--- src/rtl/imem_loader_pkg.sv ---
// Shared definitions for the instruction-memory loader: default geometry and
// the FSM state encoding.
package imem_loader_pkg;

  localparam int N_DEF        = 16;
  localparam int DEPTH_DEF    = 64;
  localparam int ADDR_W_DEF   = 6;
  localparam int PC_SHIFT_DEF = 1;

  typedef logic [1:0] state_t;

  localparam state_t IDLE = 2'd0;
  localparam state_t LOAD = 2'd1;
  localparam state_t RUN  = 2'd2;

endpackage

--- src/rtl/imem_loader_if.sv ---
// Host-to-loader program word stream (valid/ready with end-of-program marker).
interface imem_loader_if #(
  parameter int n = 16
);

  logic         ld_valid;
  logic         ld_ready;
  logic [n-1:0] ld_data;
  logic         ld_last;

  modport master (output ld_valid, output ld_data, output ld_last, input ld_ready);
  modport slave  (input ld_valid, input ld_data, input ld_last, output ld_ready);

endinterface

--- src/rtl/imem_ram.sv ---
// Instruction RAM: synchronous write, asynchronous read, contents survive reset.
module imem_ram #(
  parameter int n      = 16,
  parameter int DEPTH  = 64,
  parameter int ADDR_W = 6
) (
  input  logic              clk,
  input  logic              we,
  input  logic [ADDR_W-1:0] waddr,
  input  logic [n-1:0]      wdata,
  input  logic [ADDR_W-1:0] raddr,
  output logic [n-1:0]      rdata
);

  logic [n-1:0] mem [DEPTH];

  // Store one program word per accepted transfer.
  always_ff @(posedge clk) begin
    if (we) mem[waddr] <= wdata;
  end

  assign rdata = mem[raddr];

endmodule

--- src/rtl/imem_loader.sv ---
// Loads a program from the host into the instruction RAM while holding the CPU
// in reset, then releases the CPU and serves instructions combinationally.
//
// state | meaning
// IDLE  | no valid program (after reset or overflow); CPU held in reset
// LOAD  | accepting host words into RAM; CPU held in reset
// RUN   | program loaded; CPU released, instr served from pc
module imem_loader
  import imem_loader_pkg::*;
#(
  parameter int n        = N_DEF,
  parameter int DEPTH    = DEPTH_DEF,
  parameter int ADDR_W   = ADDR_W_DEF,
  parameter int PC_SHIFT = PC_SHIFT_DEF
) (
  input  logic            clk,
  input  logic            reset,
  input  logic            start,
  imem_loader_if.slave    ld,
  input  logic [n-1:0]    pc,
  output logic [n-1:0]    instr,
  output logic            cpu_reset,
  output logic            load_err,
  output logic [ADDR_W:0] words_loaded
);

  localparam logic [ADDR_W-1:0] LAST_PTR = ADDR_W'(DEPTH - 1);
  localparam logic [n-1:0]      DEPTH_N  = n'(DEPTH);

  state_t            state;
  logic [ADDR_W-1:0] wr_ptr;
  logic              ld_ready_q;
  logic              xfer;
  logic              at_end;
  logic [n-1:0]      idx;
  logic [n-1:0]      rdata;
  logic              hit;

  assign ld.ld_ready = ld_ready_q;
  assign xfer        = ld.ld_valid & ld_ready_q & (state == LOAD);
  assign at_end      = (wr_ptr == LAST_PTR);

  // Sequencing FSM; ld_ready and cpu_reset are registered so they change
  // exactly on state entry.
  always_ff @(posedge clk or negedge reset) begin
    if (!reset) begin
      state        <= IDLE;
      wr_ptr       <= '0;
      words_loaded <= '0;
      load_err     <= 1'b0;
      cpu_reset    <= 1'b1;
      ld_ready_q   <= 1'b0;
    end else begin
      case (state)
        IDLE, RUN: begin
          if (start) begin
            state        <= LOAD;
            wr_ptr       <= '0;
            words_loaded <= '0;
            load_err     <= 1'b0;
            cpu_reset    <= 1'b1;
            ld_ready_q   <= 1'b1;
          end
        end
        LOAD: begin
          if (xfer) begin
            wr_ptr       <= wr_ptr + ADDR_W'(1);
            words_loaded <= {1'b0, wr_ptr} + (ADDR_W + 1)'(1);
            if (ld.ld_last) begin
              // last word wins over the full condition: a full load is valid
              state      <= RUN;
              cpu_reset  <= 1'b0;
              ld_ready_q <= 1'b0;
            end else if (at_end) begin
              state      <= IDLE;
              load_err   <= 1'b1;
              ld_ready_q <= 1'b0;
            end
          end
        end
        default: begin
          state      <= IDLE;
          cpu_reset  <= 1'b1;
          ld_ready_q <= 1'b0;
        end
      endcase
    end
  end

  imem_ram #(
    .n      (n),
    .DEPTH  (DEPTH),
    .ADDR_W (ADDR_W)
  ) u_ram (
    .clk   (clk),
    .we    (xfer),
    .waddr (wr_ptr),
    .wdata (ld.ld_data),
    .raddr (idx[ADDR_W-1:0]),
    .rdata (rdata)
  );

  // pc is a byte address; anything outside the loaded program reads as 0.
  assign idx   = pc >> PC_SHIFT;
  assign hit   = (state == RUN) && (idx < n'(words_loaded)) && (idx < DEPTH_N);
  assign instr = hit ? rdata : '0;

endmodule

--- src/flat_wrapper.sv ---
// flat-port wrapper written by rule: the top's interface ports become plain ports
module imem_loader_flat import imem_loader_pkg::*;
#(
  parameter int n        = N_DEF,
  parameter int DEPTH    = DEPTH_DEF,
  parameter int ADDR_W   = ADDR_W_DEF,
  parameter int PC_SHIFT = PC_SHIFT_DEF
)
  (clk, reset, start, pc, instr, cpu_reset, load_err, words_loaded, ld_ld_valid, ld_ld_data, ld_ld_last, ld_ld_ready);
  imem_loader_if #(.n(n)) ld_i ();
  input  logic clk;
  input  logic reset;
  input  logic start;
  input  logic [n-1:0] pc;
  output logic [n-1:0] instr;
  output logic cpu_reset;
  output logic load_err;
  output logic [ADDR_W:0] words_loaded;
  input wire logic [$bits(ld_i.ld_valid)-1:0] ld_ld_valid;
  input wire logic [$bits(ld_i.ld_data)-1:0] ld_ld_data;
  input wire logic [$bits(ld_i.ld_last)-1:0] ld_ld_last;
  output wire logic [$bits(ld_i.ld_ready)-1:0] ld_ld_ready;
  assign ld_i.ld_valid = ld_ld_valid;
  assign ld_i.ld_data = ld_ld_data;
  assign ld_i.ld_last = ld_ld_last;
  assign ld_ld_ready = ld_i.ld_ready;
  imem_loader #(.n(n), .DEPTH(DEPTH), .ADDR_W(ADDR_W), .PC_SHIFT(PC_SHIFT)) u_core (.clk(clk), .reset(reset), .start(start), .ld(ld_i), .pc(pc), .instr(instr), .cpu_reset(cpu_reset), .load_err(load_err), .words_loaded(words_loaded));
endmodule
--- config.mk ---
export PLATFORM = sky130hd
export DESIGN_NAME = imem_loader_flat
export DESIGN_NICKNAME = d
export VERILOG_FILES = /design/src/rtl/imem_loader_pkg.sv /design/src/rtl/imem_loader_if.sv /design/src/rtl/imem_ram.sv /design/src/rtl/imem_loader.sv /design/src/flat_wrapper.sv
export SDC_FILE = /design/constraint.sdc
export NUM_CORES = 1
export LEC_CHECK = 0
export CORE_ASPECT_RATIO = 1.2
export CORE_MARGIN = 8
export CORE_UTILIZATION = 25
export DETAILED_ROUTE_END_ITERATION = 10
export GPL_ROUTABILITY_DRIVEN = 0
export PLACE_DENSITY = 0.51
export SETUP_SLACK_MARGIN = 0.05
export SLEW_MARGIN = 20
export SYNTH_ARGS = -nofsm -noshare
export SYNTH_HDL_FRONTEND = slang
export SYNTH_HIERARCHICAL = 1
export SYNTH_SLANG_ARGS = --single-unit
--- constraint.sdc ---
create_clock -name clk -period 10.7 [get_ports clk]
set_input_delay 3.21 -clock clk [delete_from_list [all_inputs] [get_ports clk]]
set_output_delay 3.21 -clock clk [all_outputs]
set_load 0.02 [all_outputs]
Fig. 1: run 1, cell placement
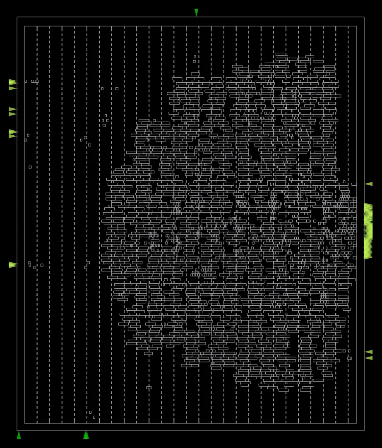
fin cells: 4321
Core Util, Final: 29.4%
Fillers: 15706

Fig. 2: run 1, cells coloured by class
Scale bar: 100 µm. Fill, decap, tap and diode cells in grey.
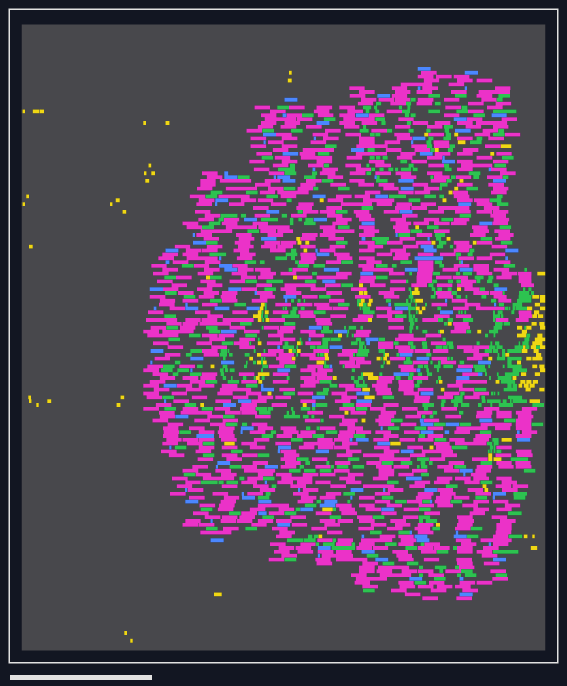
| colour | class | cells | share of their area |
|---|---|---|---|
| blue | clock drivers and dummy loads | 186 | 7.4% |
| yellow | remaining buffers and delay cells | 184 | 3.5% |
| magenta | sequential cells | 1036 | 69% |
| green | combinational and other logic | 782 | 20% |

Fig. 3: run 1, power grid
Pins as bars on the die edge. Tap cells in grey.
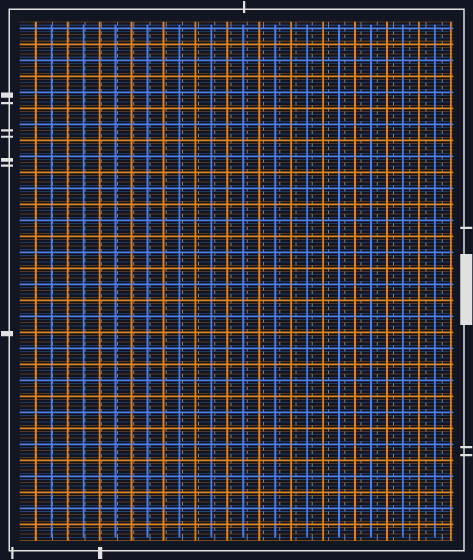
| colour | net |
|---|---|
| orange | VSS |
| blue | VDD |
tap cells: 2132
met1 rails: 163
rows: 162
met5 straps: 32
signal pins: 63

==> CHANGELOG.md, run 1 <==
## Implementation

* Core Box Area at 162000 µm²
* Seq/total area at 65.1%
* Logic area at 9020 µm²
* Async set or reset register ratio after synthesis at 1.16%
* Cell area after layout at 47700 µm²
* Worst Hold Class: reg -> reg
* NonClk Buf Share at 3.27%
* Synthesized registers at 1036
* # clock sinks at 1036
* WL/cell at 23.7 µm
* Clock-cell share at 6.97%
* Die area at 177000 µm²
* Reg2reg path depth at 6
* Hold Crit Start: u_core/load_err
* Worst-path clk slew at 0.06 ns
* Worst Setup Slack, final at 0.617 ns
* Crit end category: primary output
* Vias per cell at 4.55
* Vias in the first global route at 20503
* Synth Seq Share at 76.0%
* Ys flop type: edfxtp_1
* Area-dominant class: flip-flops and latches
* Register Area at 31100 µm²
* Pre-CTS setup slack at 0.631 ns
* Cts bufs inserted at 102
* WL final at 102000 µm
* Reg-to-Reg Start: u_core/state[1]
* Grt total ovfl at 0
* Cell variety after synth at 57
* DR iter-0 viols at 1876
* Fin Setup TNS at 0 ns
* Tightest Pin Transition at 1.08 ns
* Final-report hold violation count at 0
* Unrepaired setup endpoints after global routing: no
* Fin crit share at 94.2%
* Vias after detailed routing at 19668
* Power Sequential at 4.51 mW
* Worst Hold End: u_core/load_err
* Final ANT Viol Nets at 0
* H-tree levels at 3
* Placed cell area at 44400 µm²
* Post-Syn Instances at 1929
* Slew headroom at 28.1%
* Top pwr grp: sequential cells
* Worst skew pair latency at 0.69 ns
* Max-area cell share at 75.2%
* Init Core Util at 25.2%
* Tap Count at 2132
* Worst vdd ir at 146 µV
* Synth warn at 6
* Startpoint class of the critical path: input pin
* Hold buffer count at CTS at 0
* Power share of the clock group at 41.6%
* Status: finished, final reports clean
* Worst EP required at 7.49 ns
* Cell taking the most area after synthesis: edfxtp_1
* CTS max path bufs at 3
* Hold Slack at 0.498 ns
* Crit path from: pc[4]
* Sequential cell count at 1036
* Final nets at 2150
* RR Endpoint: u_core/u_ram/mem[6][13]
* Mapped Area at 40900 µm²
* CP arrival at 6.87 ns
* Clock Skew at 0.0294 ns
* CTS resizes at 0
* I/O Buffers at 61
* Comb power at 0.500 mW
* Top cells, area: edfxtp_1 75%, mux4_2 12%, mux2i_1 2.2%
* Initial DRT Pass Iterations at 5
* Pin count of the biggest net entering global routing at 65
* Floorplan Nets at 1973
* Post-layout total power at 8.58 mW
* Die width at 385 µm
* Area figure in the yosys stat output at 40900 µm²
* P&R area growth vs syn at 16.7%
* Static Leak at 14.7 nW
* Clk pwr at 3.57 mW
* CTS tree: yes
* Comb_multi_in at 759
* Sequential share of power at 52.6%
* Final HPWL from detailed placement at 62600 µm
* Net Sw Power at 1.86 mW
* Clkbuf count at 123
* Synth Area per Inst at 21.2 µm²
* Site row count at 162
* Initial antenna violation count at 7
* Yosys cell count at 1929
* WHS Path Cells at 2
* Reg-to-reg setup timing slack at 7.22 ns
* Comb/total area at 18.9%
* PD cells at 180 nW/µm²
* Highest Clock Rate at 99.2 MHz
* First-pass GRT wire length at 146000 µm
* CP endpoint: instr[4]
* Non-CTS buffers at 184
* WS Path Type: in -> out
* Antenna diodes at 1
* # IOs at 63
* Maxcap violations at 0
* Global-route usage over all layers at 11.3%
* Max Fanout on Critical Path at 30
* Slew Limit Fails at 0
* Share of layout cells above drive strength 1 at 26.1%
* DRC Markers at 0
* Cell-internal power at 6.72 mW
* Comb power frac at 5.8%
* Sw Share at 21.6%
* Min Tclk post-route at 10.08 ns
* Final Setup Violations at 0
* Number of enable flip-flop cells at 1024
* Die Y-Extent at 459 µm
* Setup repair bufs after CTS at 0
* Clock Root Buffer: clkbuf_16
* Inst Count DP at 4134
* Nonclk inv count at 23
* Stage-log warning count at 27
[run 1: per-layer routing]
layer | vias up | routed length, µm | global-route usage [%]
li1 | 8413 | - | -
met3 | 145 | 5840 | 2.05
met5 | - | 0 | 0
met2 | 628 | 50800 | 19.2
met4 | 0 | 3640 | 4.34
met1 | 10482 | 42100 | 14.3
[run 1: worst max-delay path, cell delays in order]
cell	delay, ns
clkdlybuf4s50_1	0.64
buf_4	0.39
nand2b_1	0.38
a211o_1	0.23
a31oi_1	0.22
a311oi_1	0.47
inv_1	0.09
a2111oi_0	0.48
clkdlybuf4s50_1	0.72
[run 1: synth_stat cells, types with 15 or more instances]
cell type / number
a21oi_1: 22
clkbuf_1: 27
buf_6: 17
nand3_1: 29
inv_1: 22
buf_2: 38
a22oi_1: 40
nor2_1: 74
nor2b_1: 32
edfxtp_1: 1024
nand4_1: 15
mux4_2: 220
a221oi_1: 16
mux2i_1: 88
mux2_2: 27
nand2_1: 67
[run 1: kinds of logic (layout without fill, tap and decap cells)]
kind of cell    after synthesis  in the layout  synth area share (%)
mux                         339            339                  15.3
flops                      1036           1036                  76.0
simple gates                251            251                  3.00
compound gates              162            162                  3.43
buf+inv                     134            393                  2.12
fa+ha+maj                     7              7                 0.214
other cells                   0              1                     0
[run 1: cells in the final DEF (no fill, tap or decap), drive strengths merged, types with 32 or more instances in the layout]
master and count:
mux4 224, mux2i 88, clkdlybuf4s50 41, nor2b 32, buf 142, edfxtp 1024, a22oi 40, clkinv 41
clkbuf 124, nor2 76, nand2 68
[run 1: flip-flops by register name, indices dropped and copies added, names as in the netlist]
signal / cells
u_core/state: 2
u_core/ld.ld_ready: 1
u_core/u_ram/mem: 1024
u_core/load_err: 1
u_core/words_loaded: 7
u_core/cpu_reset: 1
Fig. 4: run 1, the metal 2 layer
Scale bar: 100 µm.
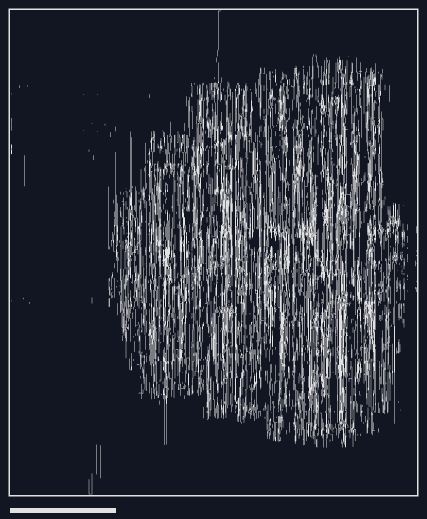

## Run 2: what changed since run 1
--- a/config.mk
+++ b/config.mk
@@ -10,7 +10,7 @@
 export CORE_UTILIZATION = 25
 export DETAILED_ROUTE_END_ITERATION = 10
 export GPL_ROUTABILITY_DRIVEN = 0
-export PLACE_DENSITY = 0.51
+export PLACE_DENSITY = 0.47
 export SETUP_SLACK_MARGIN = 0.05
 export SLEW_MARGIN = 20
 export SYNTH_ARGS = -nofsm -noshare
Fig. 5: run 2, the metal 2 layer
Scale bar: 100 µm.
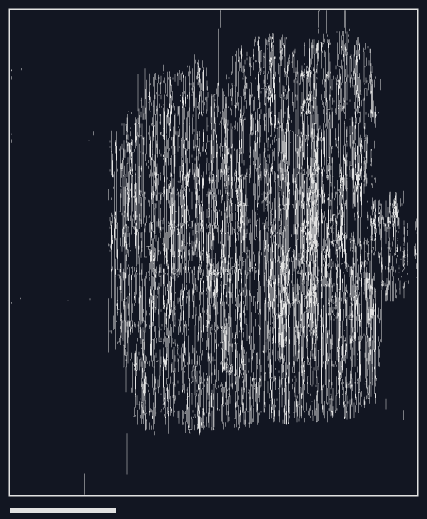
wire length on this layer: 53.1 mm
longest straight run: 151 µm
main direction: vertical
share of all routed wire: 50%

Fig. 6: run 2, power grid
Pins as bars on the die edge. Tap cells in grey.
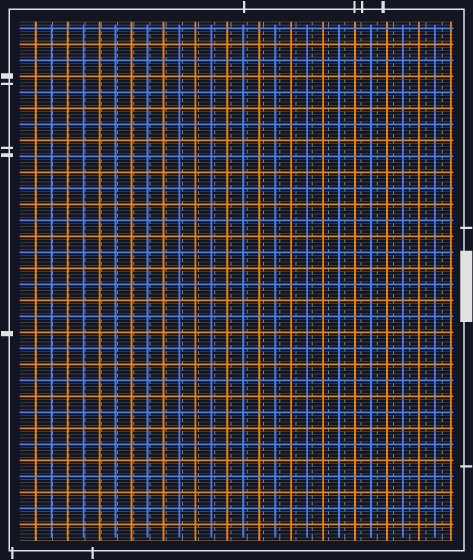
| colour | net |
|---|---|
| blue | VDD |
| orange | VSS |
rows: 162
tap cells: 2132

==> CHANGELOG.md, run 2 <==
## Implementation

* Status: finished, final reports clean
* GR peak layer: met2
* Post-Syn Instances at 1929 (unchanged)
* Main logic family after synthesis: multiplexers
* Hold buffer count at CTS at 0 (unchanged)
* Max-area cell share at 75.2% (unchanged)
* Ys flop type: edfxtp_1
* Reg-to-Reg Start: u_core/state[0]
* CTS max path bufs at 3 (unchanged)
* DRC Markers at 0 (unchanged)
* Share of layout cells above drive strength 1 at 25.8% (-0.29 points)
* Init Core Util at 25.2% (unchanged)
* Worst-path clk slew at 0.06 ns (about the same)
* Cell taking the most area after synthesis: edfxtp_1
* CP arrival at 6.88 ns (about the same)
* Most flops, register: u_core/u_ram/mem
* Grt total ovfl at 0 (unchanged)
* Post-Synth AOI/OAI Area at 3.43% (unchanged)
* Fillers at 15798 (+0.59%)
* Final Setup Violations at 0 (unchanged)
* H-tree levels at 3 (unchanged)
* Final HPWL from detailed placement at 63700 µm (+1.7%)
* Min Tclk post-route at 10.09 ns (+0.0116 ns)
* Synth Area per Inst at 21.2 µm² (unchanged)
* Number of enable flip-flop cells at 1024 (unchanged)
* Floorplan Nets at 1973 (unchanged)
* Tightest Pin Transition at 1.09 ns (+0.00860 ns)
* Site row count at 162 (unchanged)
* RR Endpoint: u_core/u_ram/mem[39][7]
* Crit path from: pc[3]
* Routed wl met2 at 53100 µm (+4.6%)
* Max reg flops at 1024 (unchanged)
* Worst vdd ir at 114 µV (-22%)
* WL/cell at 24.5 µm (+3.2%)
* Slew headroom at 27.6% (-0.50 points)
* Core Box Area at 162000 µm² (unchanged)
* M1 WL at 44300 µm (+5.4%)
* Crit path cell chain: buf_8 -> buf_12 -> buf_4 -> mux2i_1 -> nand3_1 -> a31oi_1 -> a311oi_1 -> inv_1 -> a2111oi_0 -> clkdlybuf4s50_1
* Worst EP required at 7.49 ns (about the same)
* Mapped Area at 40900 µm² (unchanged)
* Max Fanout on Critical Path at 81 (+170%)
* Die Y-Extent at 459 µm (unchanged)
* CTS tree: yes
* Die area at 177000 µm² (unchanged)
* Clock Skew at 0.0246 ns (-0.00482 ns)
* # clock sinks at 1036 (unchanged)
* Worst skew pair latency at 0.68 ns (about the same)
* Mux share at 15.3% (unchanged)
* Vias after detailed routing at 19543 (-0.64%)
* Post-layout total power at 8.48 mW (-1.2%)
* Slowest CP cell: clkdlybuf4s50_1
* Clock Root Buffer: clkbuf_16
* Adder share at 0.214% (unchanged)
* Vias in the first global route at 20405 (-0.48%)
* Synthesized registers at 1036 (unchanged)
* GRT met3 Usage at 1.67% (-0.38 points)
* Final-report hold violation count at 0 (unchanged)
* Pin count of the biggest net entering global routing at 82 (+26%)
* Vias per cell at 4.53 (-0.52%)
* Async set or reset register ratio after synthesis at 1.16% (unchanged)
* Final ANT Viol Nets at 0 (unchanged)
* Reg-to-reg setup timing slack at 7.30 ns (+0.08 ns)
* Synth warn at 6 (unchanged)
* I/O Buffers at 61 (unchanged)
* # IOs at 63 (unchanged)
* Unrepaired setup endpoints after global routing: no
* Hold Slack at 0.493 ns (-0.00533 ns)
* XOR Share, Synth at 0% (unchanged)
* Synth Seq Share at 76.0% (unchanged)
* Top Layout Cells: 1024 x edfxtp_1, 220 x mux4_2, 115 x buf_4
* Maxcap violations at 0 (unchanged)
* Pre-CTS setup slack at 0.647 ns (+0.0169 ns)
* Most common logic cell in the routed design: edfxtp_1
* WS Path Type: in -> out
* Area figure in the yosys stat output at 40900 µm² (unchanged)
* Fin crit share at 94.3% (+0.11 points)
* Cts bufs inserted at 101 (-0.98%)
* Die width at 385 µm (unchanged)
* Worst Setup Slack, final at 0.606 ns (-0.0116 ns)
* Top cells by instance count after synthesis: 1024 x edfxtp_1, 220 x mux4_2, 88 x mux2i_1
[run 2: cell counts after synthesis]
No cell type changed its count.
[run 2: cells by family (layout without fill, tap and decap cells)]
group                      Yosys count  count (layout)
AOI/OAI and AO/OA                  162             162
buffers and inverters              134             387
muxes                              339             339
DFF                               1036            1036
and+or+nand+nor                    251             251
other                                0               2
adders and majority gates            7               7
[run 2: worst min-delay path by stage]
stage | from | to | cells past startpoint
floorplan | u_core/state[1] | u_core/cpu_reset | 2
global placement | u_core/load_err | u_core/load_err | 2
detailed placement | u_core/load_err | u_core/load_err | 2
CTS | u_core/load_err | u_core/load_err | 2
global route | u_core/load_err | u_core/load_err | 2
finish | u_core/load_err | u_core/load_err | 2
[run 2: layout make-up]
class                   instances  area [µm²]  area share [%]
multi-input cells             759        9000            18.9
diodes                          2        5.00          0.0105
clock inverters                51         422           0.886
flip-flops and latches       1036       31100            65.3
inverters                      23        86.3           0.181
well taps                    2132        2670            5.61
clock buffers                 126        2750            5.77
repair buffers                187        1600            3.36
[run 2: critical path, delay by kind of cell]
kind | cells | cell delay (ns)
mux | 1 | 0.15
compound gates | 3 | 1.12
buf+inv | 5 | 2.08
simple gates | 1 | 0.11
[run 2: through the flow]
step                instances  cell area [µm²]  utilization, %
detailed placement       4137            44400            27.3
floorplan                1929            40900               -
finish                   4316            47600            29.3
CTS                      4314            47600            29.3
global route             4314            47600            29.3
global placement         4136            44400            27.3
[run 2: report_power, final]
group	switching [mW]	total, mW	leakage, nW	internal [mW]
Clock	1.48	3.45	1.55	1.97
Sequential	0.0204	4.51	9.36	4.49
Combinational	0.340	0.523	3.79	0.183
Total	1.84	8.48	14.7	6.64
Power is estimated from default activity; no workload was simulated.
